===== config.mk =====
export PLATFORM = sky130hd
export DESIGN_NAME = serial_add_ctrl
export DESIGN_NICKNAME = d
export VERILOG_FILES = /design/src/rtl/serial_add_pkg.sv /design/src/rtl/serial_add_ctrl_fa_cell.sv /design/src/rtl/serial_add_ctrl.sv
export SDC_FILE = /design/constraint.sdc
export NUM_CORES = 1
export LEC_CHECK = 0
export CORE_MARGIN = 8
export CORE_UTILIZATION = 45
export DETAILED_ROUTE_END_ITERATION = 12
export DONT_BUFFER_PORTS = 1
export SKIP_LAST_GASP = 1
export SLEW_MARGIN = 25
export SYNTH_ARGS = -nofsm -noshare
export SYNTH_HDL_FRONTEND = slang
export SYNTH_SLANG_ARGS = --single-unit

===== constraint.sdc =====
create_clock -name clk -period 5.8 [get_ports clk]
set_clock_uncertainty 0.15 [all_clocks]
set_input_delay 1.45 -clock clk [delete_from_list [all_inputs] [get_ports clk]]
set_output_delay 1.45 -clock clk [all_outputs]
set_load 0.02 [all_outputs]

===== src/rtl/serial_add_pkg.sv =====
// Shared types and constants for the bit-serial adder.
// State encoding for the serial_add_ctrl FSM and the default operand width.
// No timing or flow control lives here.
package serial_add_pkg;

   localparam int SA_DEFAULT_WIDTH = 8;

   typedef enum logic [1:0] {
      IDLE  = 2'd0,
      SHIFT = 2'd1,
      DONE  = 2'd2
   } sa_state_t;

endpackage


===== src/rtl/serial_add_ctrl_fa_cell.sv =====
// 1-bit full adder built from two half adders plus an OR for the carry.
// Purely combinational, zero latency.
// No flow control.
module half_adder (
   input  logic a,
   input  logic b,
   output logic sum,
   output logic carry
);
   assign sum   = a ^ b;
   assign carry = a & b;
endmodule

module fa_cell (
   input  logic a,
   input  logic b,
   input  logic cin,
   output logic sum,
   output logic carry
);
   logic s1;
   logic c1;
   logic c2;

   half_adder u_ha0 (.a(a),  .b(b),   .sum(s1),  .carry(c1));
   half_adder u_ha1 (.a(s1), .b(cin), .sum(sum), .carry(c2));

   assign carry = c1 | c2;
endmodule


===== src/rtl/serial_add_ctrl.sv =====
// Bit-serial adder {carry,sum} = a + b + cin, LSB first, one bit per cycle; SERIAL_ADD_OVF_EN adds ovf.
// Latency: out_valid rises WIDTH cycles after the accept edge; at most one operation per WIDTH+2 cycles.
// Backpressure: in_ready only in IDLE; result held in DONE until out_ready.
module serial_add_ctrl
   import serial_add_pkg::*;
#(
   parameter int WIDTH = SA_DEFAULT_WIDTH
) (
   input  logic             clk,
   input  logic             rst_n,
   input  logic             in_valid,
   output logic             in_ready,
   input  logic [WIDTH-1:0] a,
   input  logic [WIDTH-1:0] b,
   input  logic             cin,
   output logic             out_valid,
   input  logic             out_ready,
   output logic [WIDTH-1:0] sum,
   output logic             carry,
   output logic             busy
`ifdef SERIAL_ADD_OVF_EN
   ,
   output logic             ovf
`endif
);

   localparam int            IW   = $clog2(WIDTH);
   localparam logic [IW-1:0] LAST = IW'(WIDTH - 1);

   sa_state_t        state_q;
   sa_state_t        state_d;
   logic [WIDTH-1:0] a_q;
   logic [WIDTH-1:0] b_q;
   logic             cin_q;
   logic [IW-1:0]    idx_q;
   logic [WIDTH-1:0] sum_q;
   logic             carry_q;
   logic             c_run;
   logic             fa_s;
   logic             fa_c;

   // The first bit takes the latched carry-in so carry only moves during SHIFT.
   assign c_run = (idx_q == '0) ? cin_q : carry_q;

   fa_cell u_fa (
      .a    (a_q[idx_q]),
      .b    (b_q[idx_q]),
      .cin  (c_run),
      .sum  (fa_s),
      .carry(fa_c)
   );

   always_ff @(posedge clk or negedge rst_n) begin
      if (!rst_n) state_q <= IDLE;
      else        state_q <= state_d;
   end

   always_comb begin
      state_d = state_q;
      case (state_q)
         IDLE:    if (in_valid)       state_d = SHIFT;
         SHIFT:   if (idx_q == LAST)  state_d = DONE;
         DONE:    if (out_ready)      state_d = IDLE;
         default:                     state_d = IDLE;
      endcase
   end

   always_comb begin
      in_ready  = (state_q == IDLE);
      out_valid = (state_q == DONE);
      busy      = (state_q != IDLE);
   end

   always_ff @(posedge clk or negedge rst_n) begin
      if (!rst_n) begin
         a_q     <= '0;
         b_q     <= '0;
         cin_q   <= 1'b0;
         idx_q   <= '0;
         sum_q   <= '0;
         carry_q <= 1'b0;
      end else begin
         case (state_q)
            IDLE: if (in_valid) begin
               a_q   <= a;
               b_q   <= b;
               cin_q <= cin;
               idx_q <= '0;
            end
            SHIFT: begin
               sum_q[idx_q] <= fa_s;
               carry_q      <= fa_c;
               if (idx_q != LAST) idx_q <= idx_q + 1'b1;
            end
            default: ;
         endcase
      end
   end

`ifdef SERIAL_ADD_OVF_EN
   logic ovf_q;

   // Overflow is the carry into the MSB xor the carry out of it.
   always_ff @(posedge clk or negedge rst_n) begin
      if (!rst_n)                                   ovf_q <= 1'b0;
      else if (state_q == SHIFT && idx_q == LAST)   ovf_q <= c_run ^ fa_c;
   end

   assign ovf = ovf_q;
`endif

   assign sum   = sum_q;
   assign carry = carry_q;

endmodule


Figure 1. Power grid (run 1).
Pins as bars on the die edge. Tap cells in grey.
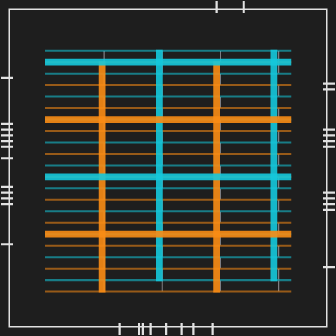
- orange: VSS
- cyan: VDD
- tap cells: 46
- rows: 21

Figure 2. Cells coloured by class (run 1).
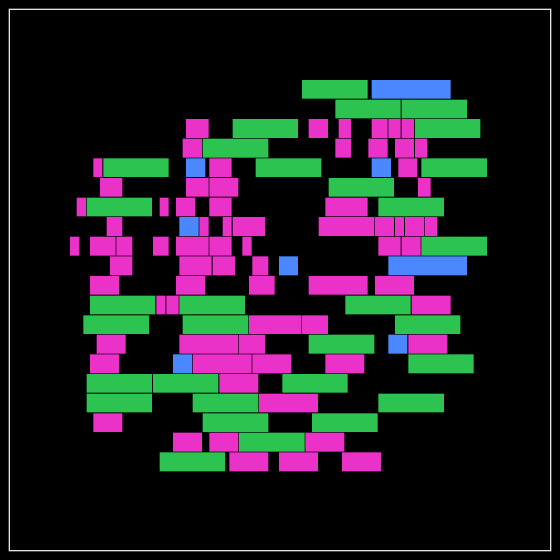
- blue: clock drivers and dummy loads (cells 8; share of their area 6.6%)
- green: flip-flops (cells 31; share of their area 49%)
- magenta: all other logic (cells 72; share of their area 45%)

Figure 3. Clock distribution (run 1).
Scale bar: 20 um.
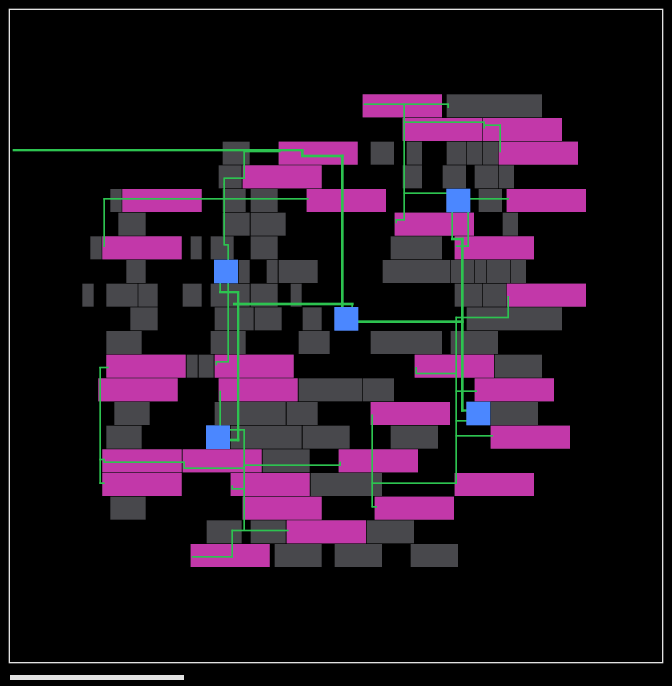
- blue: cells driving clock nets (count 5)
- green: clock wires (length 395 um)
- magenta: flip-flops (count 31)
- routed clock nets: 6

==> datasheet_impl.txt, run 1 <==
Characteristics after synthesis and place and route

Parameter                              Value

Status
  Result of the run .................. completed

Yosys
  Most frequent cells after synthesis .................. 31 x dfrtp_1, 10 x mux2_4, 8 x mux2_2
  Async SR Flop Fraction .................. 1.000
  Net Count, Synth .................. 136
  Cell count listed in synth_stat.txt .................. 111
  Count of distinct cell types in the synthesized netlist .................. 29
  Mean Syn Cell Area .................. 14.08 um^2
  Adder and majority cell fraction of the synthesized area .................. 0.03683
  Post-synthesis sequential area ratio .................. 0.4964
  Most area-consuming cells after synthesis .................. dfrtp_1 50%, mux2_4 9.6%, mux2_2 5.8%
  Top-area cell type share of the netlist area .................. 0.4964
  Count of library flops with an enable pin .................. 0
  Yosys aoi share .................. 0.1241
  Comb area leader .................. multiplexers

Clock network
  Clk root buf .................. clkbuf_4
  Post-cts resize count .................. 0
  Number of H-tree branching levels .................. 2
  Clock edge transition at the registers on the reported setup and hold paths .................. 0.11 ns
  Total clock sinks .................. 31
  Buffers from clock root to sink, at most .................. 2
  Clock insertion delay at the later pin of the skew report .................. 0.33 ns
  Number of buffers created by CTS .................. 5

Timing
  Final period utilization .................. 0.5078
  Endpoints failing hold .................. 0
  Min Tclk post-route .................. 2.945 ns
  Actual transition at the worst max-transition pin .................. 0.5638 ns
  Sum Neg Setup Slack .................. 0 ns
  Maximum clock frequency .................. 0.3395 GHz
  Worst hold margin .................. 0.3736 ns
  Unrepaired setup endpoints after global routing .................. no
  Count of final setup violators .................. 0
  Post-layout worst setup margin .................. 2.855 ns

Place
  Final HPWL from detailed placement .................. 2141 um
  Total of buffers placed on input and output ports .................. 0
  Placed instance area .................. 0.001551 mm^2

Global routing
  Via count of the first global-routing pass .................. 1,014
  Total congestion overflow .................. 0
  Largest net degree at the start of global routing .................. 32
  Total routing resource utilization after global routing .................. 0.1230

Finish
  Layout fillers .................. 316
  Multi-input gate share of total cell area .................. 0.4222
  Nonclk inv count .................. 5
  Register share of the cell area .................. 0.4683
  Seq cells .................. 31
  Post-synthesis to final-layout area growth .................. 6.005%
  Area-dominant cell class after layout .................. registers
  Most frequent cells in the layout .................. 31 x dfrtp_1, 10 x mux2_4, 8 x mux2_2
  Clock-cell share .................. 0.06344
  Proportion of final cell area spent on non-clock buffers .................. 0
  Layout Cells excl Fill .................. 157
  Signal buffers .................. 0
  Net count, final .................. 135
  Layout clock buffers .................. 5
  Reg area .................. 775.7 um^2
  Post-route cell area .................. 0.001657 mm^2

Critical path
  Worst setup path start .................. state_q[0]
  Worst reg-to-reg setup slack .................. 3.26 ns
  Standard cell with the maximum stage delay on the critical path .................. dfrtp_1
  Destination of the critical timing path .................. busy
  Setup crit end kind .................. primary output
  Count of buffer and inverter cells on the critical path .................. 1
  Critical register-to-register path endpoint .................. sum[1]
  Peak per-stage delay on the critical path .................. 0.50 ns
  WP data required .................. 4.20 ns
  Maximum fanout encountered on the critical timing path .................. 10
  Worst setup SP type .................. flip-flop
  Cell-by-cell listing of the critical path .................. nor2_2 > inv_1

Run
  Number of warnings the tools reported .................. 27

Power
  Comb pwr share .................. 0.394
  Fraction of power spent switching nets .................. 0.3786
  Net Switching .................. 425.3 uW
  Power per standard cell area .................. 678.2 mW/mm^2
  Post-layout power .................. 1124 uW
  Power Clock .................. 212 uW
  Cell internal pwr .................. 698.2 uW
  Part of the power in registers .................. 0.417

Floorplanning
  Die height .................. 74.93 um
  Fp_density .................. 0.4683
  Count of standard-cell rows .................. 21
  Die span in x .................. 74.93 um
  Number of placed I/O pins .................. 33
  Die Footprint .................. 0.005615 mm^2

Detailed routing
  Routed wirelength normalized by instance count .................. 18.74 um
  Total iterations of the first detailed-routing run .................. 4
  Final wirelength .................. 2942 um

Hold path
  Cells on Worst Hold Path .................. 1
-- run 1: per-layer routing --
metal,up-vias,part of all wire,global-route usage,wire length [um]
met1,439,0.44,0.1427,1291
met5,-,0,0,0
met2,33,0.44,0.1795,1281
li1,403,-,-,-
met4,0,0.023,0.06522,68
met3,9,0.10,0.06391,301
-- run 1: cells by family (layout without fill, tap and decap cells) --
| family | after synthesis | in the layout |
|---|---|---|
| and+or+nand+nor | 13 | 13 |
| adders and majority gates | 4 | 4 |
| DFF | 31 | 31 |
| buffers and inverters | 13 | 13 |
| muxes | 26 | 26 |
| AOI/OAI and AO/OA | 24 | 24 |
-- run 1: flip-flops by register name, indices dropped and copies added (netlist names) --
signal	flops
b_q	8
idx_q	3
a_q	8
sum	8
carry	1
cin_q	1
state_q	2
==> run 2: changes to the inputs <==
Clock period 5.8 ns to 3 ns, I/O delays scaled along.
Figure 4. Routing congestion (run 2).
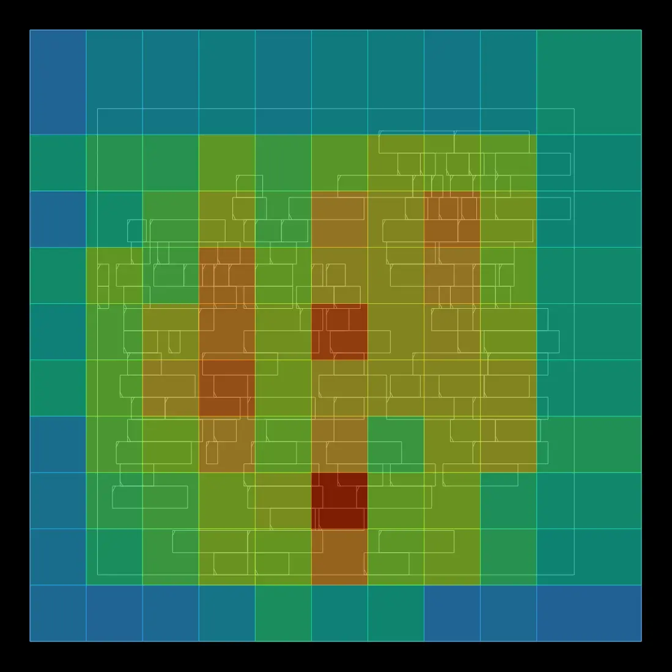
Finished Core Util: 0.4859
GR Layer Usage met3: 0.06791
total routing resource utilization after global routing: 0.1149
GRT Max-Usage Layer: met2
met1 Resource Use GR: 0.1417

==> run 2 against run 1 <==
  * Setup slack got worse by 2.4 ns
  * Synthesized area stayed put
  * Total power is 76% higher
  * Global-route usage is 0.81 points lower
==> datasheet_impl.txt, run 2 <==
Characteristics after synthesis and place and route

Parameter                              Value

Detailed routing
  Routed wirelength normalized by instance count .................. 17.73 um
  Final wirelength .................. 2802 um
  Metal-1 WL .................. 1265 um
  Detailed route wirelength on metal2 .................. 1171 um
  Highest metal layer with signal wires .................. met4
  Total iterations of the first detailed-routing run .................. 4

Finish
  Layout Cells excl Fill .................. 158
  Post-synthesis to final-layout area growth .................. 3.763%
  Net count, final .................. 136
  Most frequent cells in the layout .................. 31 x dfrtp_1, 10 x mux2_4, 8 x mux2_2
  Post-route cell area .................. 0.001622 mm^2

Floorplanning
  Number of placed I/O pins .................. 33
  Fp_density .................. 0.4683
  Die height .................. 74.93 um
  Die Footprint .................. 0.005615 mm^2
  Count of standard-cell rows .................. 21
  Die span in x .................. 74.93 um

Global routing
  Total congestion overflow .................. 0
  Largest net degree at the start of global routing .................. 32
  Via count of the first global-routing pass .................. 964
  Met2 track demand over resource .................. 0.1536

Yosys
  Top-area cell type share of the netlist area .................. 0.4964
  Cell count listed in synth_stat.txt .................. 111
  Net Count, Synth .................. 136
  Flip-flop and latch count after synthesis .................. 31
  Yosys aoi share .................. 0.1241
  Post-synthesis sequential area ratio .................. 0.4964
  Area fraction in and, or, nand and nor cells after synthesis .................. 0.04964
  Most area-consuming cells after synthesis .................. dfrtp_1 50%, mux2_4 9.6%, mux2_2 5.8%
  Async SR Flop Fraction .................. 1.000
  Comb area leader .................. multiplexers
  Count of distinct cell types in the synthesized netlist .................. 29
  Adder and majority cell fraction of the synthesized area .................. 0.03683
  Most frequent cells after synthesis .................. 31 x dfrtp_1, 10 x mux2_4, 8 x mux2_2

Clock network
  Number of H-tree branching levels .................. 2
  Post-cts resize count .................. 0
  Number of buffers created by CTS .................. 5
  Clock insertion delay at the later pin of the skew report .................. 0.32 ns
  Clk root buf .................. clkbuf_4
  Buffers from clock root to sink, at most .................. 2
  Total clock sinks .................. 31
  Clock edge transition at the registers on the reported setup and hold paths .................. 0.10 ns

Hold path
  HP Class .................. input port to asynchronous set/reset pin

Timing
  Worst hold margin .................. 0.09095 ns
  Final period utilization .................. 0.8363
  Post-layout worst setup margin .................. 0.4911 ns
  Maximum clock frequency .................. 0.3986 GHz
  Endpoints failing hold .................. 0
  Min Tclk post-route .................. 2.509 ns
  Actual transition at the worst max-transition pin .................. 0.5452 ns
  Count of final setup violators .................. 0

Critical path
  Critical Path Stages .................. 4
  Maximum fanout encountered on the critical timing path .................. 9
  Destination of the critical timing path .................. sum[1]
  Setup crit end kind .................. flip-flop
  Standard cell with the maximum stage delay on the critical path .................. dfrtp_1
  Critical register-to-register path endpoint .................. sum[1]
  Peak per-stage delay on the critical path .................. 0.57 ns
  Worst setup SP type .................. flip-flop
  Worst reg-to-reg setup slack .................. 0.49 ns
  WP data required .................. 3.06 ns

Run
  Number of warnings the tools reported .................. 27

Status
  Result of the run .................. completed

Power
  Power per standard cell area .................. 1222 mW/mm^2

Place
  Placed instance area .................. 0.001551 mm^2
  Final HPWL from detailed placement .................. 2087 um
  Total of buffers placed on input and output ports .................. 0
run 2: netlist changes by cell type in the layout (fill, tap and decap cells not counted):
| cell | previous run | this run |
|---|---|---|
| bufinv_16 | 2 | 0 |
| clkbuf_1 | 0 | 2 |
| buf_12 | 0 | 1 |
| clkinv_2 | 0 | 1 |
| clkinvlp_4 | 1 | 0 |
run 2: cell type report:
type                       count  area (um^2)
fill                         303         1715
sequential                    31        775.7
multi-input combinational     67        699.4
tap                           46        57.56
clock buffer                   7        45.04
timing repair buffer           1        20.02
inverter                       5        18.77
clock inverter                 1        5.005
run 2: where the power goes:
part / leakage (uW) / internal [uW] / switching (uW) / total [uW]
sequential: 0.000376 / 622 / 287 / 909
clock: 0.0000293 / 91.3 / 133 / 224
combinational: 0.000298 / 471 / 378 / 849
==> run 3: changes to the inputs <==
Clock period 3 ns to 2.22 ns, I/O delays scaled along.
Figure 5. Routing congestion (run 3).
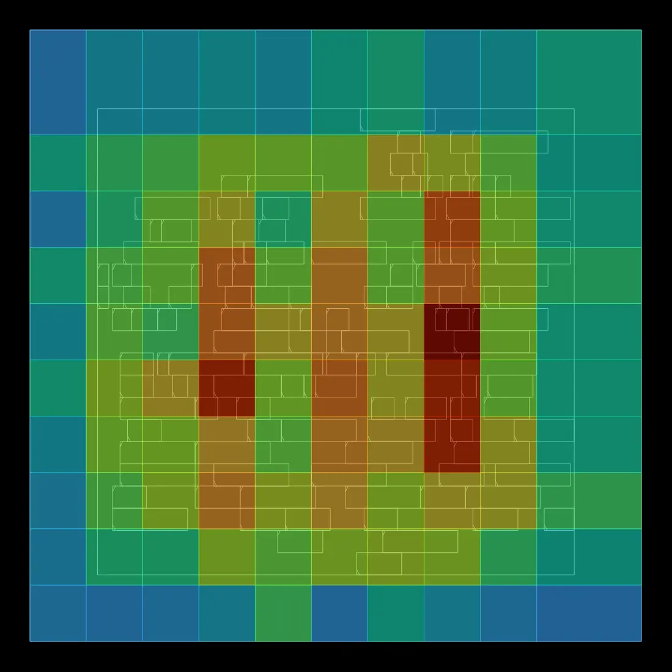
Finished Core Util: 0.5081
GR Layer Usage met3: 0.05593
routed wirelength normalized by instance count: 19.14 um

==> run 3 against run 2 <==
  * The flow now finishes with violations (negative setup slack)
  * Cell count rose by 4.4%
  * Flip-flop count did not move
  * Combinational power rose by 64%
  * Sequential power rose by 31%
  * Count of clock-buffer cells in the layout did not move
  * Routed wire length rose by 13%
  * Total power rose by 46%
  * Synthesized area did not move
  * Die size did not move
  * Largest cell class unchanged
==> datasheet_impl.txt, run 3 <==
Characteristics after synthesis and place and route

Parameter                              Value

Status
  Result of the run .................. finished with violations
  Violated checks .................. negative setup slack

Finish
  Layout fillers .................. 311
  Multi-input gate share of total cell area .................. 0.4229
  Reg area .................. 777.0 um^2
  Post-route cell area .................. 0.001695 mm^2
  Layout clock buffers .................. 7
  Multi-input logic cell count .................. 67
  Post-synthesis to final-layout area growth .................. 8.487%
  Clock-cell share .................. 0.02952
  Most frequent cells in the layout .................. 30 x dfrtp_1, 10 x mux2_4, 8 x mux2_2
  Net count, final .................. 143
  Proportion of final cell area spent on non-clock buffers .................. 0.04428

Clock network
  Clock insertion delay at the later pin of the skew report .................. 0.33 ns
  Post-cts resize count .................. 3
  Total clock sinks .................. 31
  Clk root buf .................. clkbuf_4
  Clock edge transition at the registers on the reported setup and hold paths .................. 0.09 ns

Power
  Power per standard cell area .................. 1707 mW/mm^2
  Net Switching .................. 1168 uW

Timing
  Min Tclk post-route .................. 2.313 ns
  Post-layout worst setup margin .................. -0.09303 ns
  Maximum clock frequency .................. 0.4323 GHz
  Final period utilization .................. 1.042
  Count of final setup violators .................. 8

Critical path
  Worst reg-to-reg setup slack .................. -0.09 ns
  Setup crit end kind .................. flip-flop
  Count of buffer and inverter cells on the critical path .................. 0
  Critical register-to-register path endpoint .................. sum[1]

Floorplanning
  Num tapcells .................. 46
  Number of placed I/O pins .................. 33
  Die Footprint .................. 0.005615 mm^2
  Count of standard-cell rows .................. 21
  Die height .................. 74.93 um

Yosys
  Flip-flop and latch count after synthesis .................. 31
  Area fraction in and, or, nand and nor cells after synthesis .................. 0.04964
  Count of library flops with an enable pin .................. 0
  Most frequent cells after synthesis .................. 31 x dfrtp_1, 10 x mux2_4, 8 x mux2_2
  Net Count, Synth .................. 136
  Top-area cell type share of the netlist area .................. 0.4964
  Mean Syn Cell Area .................. 14.08 um^2

Place
  Total of buffers placed on input and output ports .................. 0
  Placed instance area .................. 0.001604 mm^2
  Final HPWL from detailed placement .................. 2347 um

Detailed routing
  DR WL met3 .................. 282 um

Run
  Number of warnings the tools reported .................. 30

Hold path
  HP Class .................. input port to flip-flop
  Cells on Worst Hold Path .................. 1

Global routing
  GRT Max-Usage Layer .................. met2
  Total congestion overflow .................. 0
[run 3: cell counts after synthesis]
No cell type changed its count.
[run 3: power groups by stage]
| stage | logic, uW | registers [uW] | clock network, uW |
|---|---|---|---|
| floorplan | 1260 | 1060 | 0 |
| global placement | 1260 | 1180 | 0 |
| detailed placement | 1310 | 1200 | 0 |
| CTS | 1380 | 1200 | 318 |
| global route | 1530 | 1230 | 344 |
| finish | 1390 | 1190 | 310 |
[run 3: per-stage QoR]
stage                     worst slack (ns)  power (uW)
after floorplan                  -0.004781        2322
after global placement             -0.1237        2444
after detailed placement           -0.2382        2517
after CTS                          -0.1113        2902
after global routing               -0.2001        3111
final                             -0.09303        2894
No activity file was given, so power comes from the tool's default toggle rates.
